## src/rtl/cond_unit.sv

```systemverilog
// Condition-code unit: evaluates the instruction condition against registered flags, with a save/restore shadow.
// o_CondEx is combinational from i_Cond and o_Flags; flag, save and restore updates appear one cycle after the edge.
module cond_unit #(
  parameter logic [3:0] RESET_FLAGS = 4'b0000
) (
  input  logic       i_Clock,
  input  logic       i_Reset,
  input  logic [3:0] i_Cond,
  input  logic [3:0] i_ALU_Flags,
  input  logic [1:0] i_FlagWrite,
  input  logic       i_Save,
  input  logic       i_Restore,
  output logic       o_CondEx,
  output logic [3:0] o_Flags,
  output logic [3:0] o_SavedFlags
);

  logic [3:0] flags_q, flags_d;
  logic [3:0] saved_q, saved_d;
  logic       n_flag, z_flag, c_flag, v_flag;
  logic       cond_ex;

  assign {n_flag, z_flag, c_flag, v_flag} = flags_q;

  always_comb begin
    cond_ex = 1'b0;
    unique case (i_Cond)
      4'b0000: cond_ex = z_flag;
      4'b0001: cond_ex = ~z_flag;
      4'b0010: cond_ex = c_flag;
      4'b0011: cond_ex = ~c_flag;
      4'b0100: cond_ex = n_flag;
      4'b0101: cond_ex = ~n_flag;
      4'b0110: cond_ex = v_flag;
      4'b0111: cond_ex = ~v_flag;
      4'b1000: cond_ex = c_flag & ~z_flag;
      4'b1001: cond_ex = ~c_flag | z_flag;
      4'b1010: cond_ex = (n_flag == v_flag);
      4'b1011: cond_ex = (n_flag != v_flag);
      4'b1100: cond_ex = ~z_flag & (n_flag == v_flag);
      4'b1101: cond_ex = z_flag | (n_flag != v_flag);
      default: cond_ex = 1'b1;
    endcase
  end

  // Restore wins over a flag write in the same cycle; unenabled halves hold.
  always_comb begin
    flags_d = flags_q;
    if (i_Restore) begin
      flags_d = saved_q;
    end else if (cond_ex) begin
      if (i_FlagWrite[1]) flags_d[3:2] = i_ALU_Flags[3:2];
      if (i_FlagWrite[0]) flags_d[1:0] = i_ALU_Flags[1:0];
    end
  end

  // Save always captures the pre-edge flags, which makes save+restore a swap.
  always_comb begin
    saved_d = saved_q;
    if (i_Save) saved_d = flags_q;
  end

  always_ff @(posedge i_Clock) begin
    if (i_Reset) begin
      flags_q <= RESET_FLAGS;
      saved_q <= 4'b0000;
    end else begin
      flags_q <= flags_d;
      saved_q <= saved_d;
    end
  end

  assign o_CondEx     = cond_ex;
  assign o_Flags      = flags_q;
  assign o_SavedFlags = saved_q;

endmodule

```

## config.mk

```make
export PLATFORM = sky130hd
export DESIGN_NAME = cond_unit
export DESIGN_NICKNAME = d
export VERILOG_FILES = /design/src/rtl/cond_unit.sv
export SDC_FILE = /design/constraint.sdc
export NUM_CORES = 1
export LEC_CHECK = 0
export CORE_MARGIN = 2
export CORE_UTILIZATION = 43
export DETAILED_ROUTE_END_ITERATION = 12
export PLACE_DENSITY = 0.77
export SLEW_MARGIN = 20
export SYNTH_ARGS = -nofsm -noshare
export SYNTH_HDL_FRONTEND = slang
export SYNTH_SLANG_ARGS = --single-unit
```

## constraint.sdc

```tcl
create_clock -name i_Clock -period 2.1 [get_ports i_Clock]
set_clock_uncertainty 0.05 [all_clocks]
set_input_delay 0.21 -clock i_Clock [delete_from_list [all_inputs] [get_ports i_Clock]]
set_output_delay 0.21 -clock i_Clock [all_outputs]
set_load 0.005 [all_outputs]
```

Fig. 1: clock routing
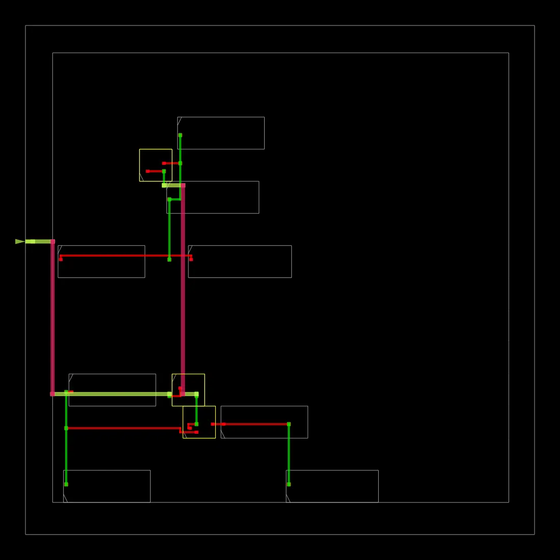
power dissipated in the clock network: 0.115 mW
number of flip-flops and latches: 8

Fig. 2: M2 wires
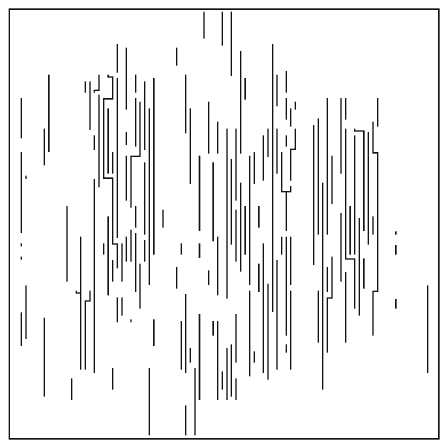
main direction: vertical
share of all routed wire: 51%
longest straight run: 26.9 um
nets with wire on the layer: 109
wire length on this layer: 840 um
total vias in the final route: 686
M2 GR Usage: 0.3612
Detailed Route WL: 1659 um

Fig. 3: placement by cell class
The bar under the picture is 10 um long. Fill, decap, tap and diode cells in grey.
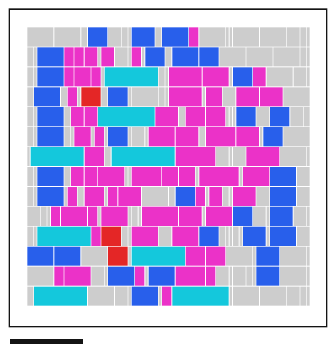
[flip-flops] cyan | cells: 8 | share of their area: 17%
[all other logic] magenta | cells: 64 | share of their area: 49%
[cells driving clock nets] red | cells: 3 | share of their area: 2.3%
[other buffers and delay cells] blue | cells: 34 | share of their area: 32%
fraction of the core area covered by cells at the end of the flow: 0.6675
Seq/total area: 0.1694
area of the core region: 1471 sq um
final standard cell area without fillers: 982.2 sq um
row cnt: 14

Fig. 4: drive-strength map
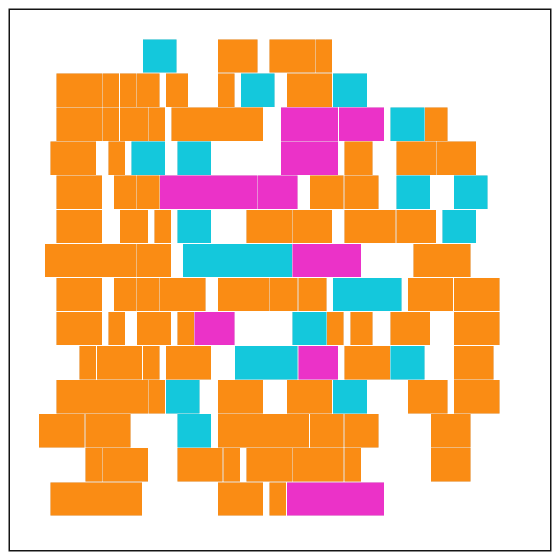
[drive 3 to 4] cyan | cells: 18 | share: 17%
[drive 2] magenta | cells: 9 | share: 8.3%
[drive 1 or less] orange | cells: 82 | share: 75%
area delta synth->final: 49.24%
slack of the critical path: 0.1681 ns
count of plain and timing-repair buffers: 34

Fig. 5: logic cells by family
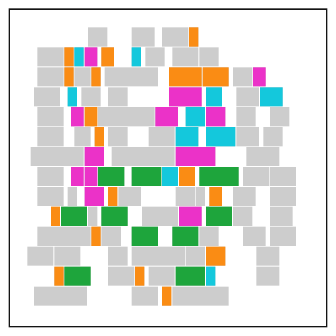
[multiplexers] green | cells: 10 | most used: mux2i_1
[inverting AOI/OAI gates] magenta | cells: 12 | most used: a21oi_1
[NAND gates] cyan | cells: 10 | most used: nand2_1
[NOR gates] orange | cells: 18 | most used: nor2_1
Layout Cells excl Fill: 125
logic gate fraction of the total cell area: 0.4662
most common logic cell in the routed design: clkdlybuf4s50_1

==> results.cfg <==
; flow metrics
[worst_setup_path]
timing.reg2reg.setup_slack_ns = 0.29
timing.critical_path.from_type = flop
crit_buf_inv = 1

[pwr]
internal_power_mw = 0.3165
worst_ir_drop_vdd_v = 0.0004778
power_switching_mw = 0.1244

[outcome]
result_of_the_run = finished, final reports clean

[synthesis]
synth.mux.area_fraction = 0.1635
top_area_frac = 0.2433
ys_cells = 78
edf_count = 0

[floorplanning]
io_pins = 23

[final_timing]
slew-limit-headroom = 0.7873
final.setup.tns_ns = 0

[grt]
grtUsageMet3 = 0.02979

[detailed_routing]
drtIter0Drc = 8

[finish]
final_layout_size_suffix_gt1_frac = 0.2477
fillerInstances = 132

[placement]
dpl.hpwl_um = 1286

[clock_tree]
cts.repair.resized = 11
## layout by cell type, fill, tap and decap left out, types with 3 or more instances in the layout
master and n:
dfxtp_1 5, clkdlybuf4s50_1 17, clkbuf_4 3, buf_4 12, dlygate4sd2_1 5, nor2_1 11
a21oi_1 5, nor3_1 3, nand2_1 4, mux2i_1 7, inv_1 3
## worst min-delay path by stage
| stage | start | end | slack (ns) |
|---|---|---|---|
| after floorplan | i_FlagWrite[0] | o_Flags[0] | 0.39 |
| after global placement | o_SavedFlags[3] | o_SavedFlags[3] | 0.45 |
| after detailed placement | o_SavedFlags[0] | o_SavedFlags[0] | 0.47 |
| after CTS | o_SavedFlags[0] | o_SavedFlags[0] | 0.49 |
| after global routing | o_SavedFlags[3] | o_SavedFlags[3] | 0.51 |
| final | o_SavedFlags[0] | o_SavedFlags[0] | 0.48 |
Power and IR drop assume default switching activity.
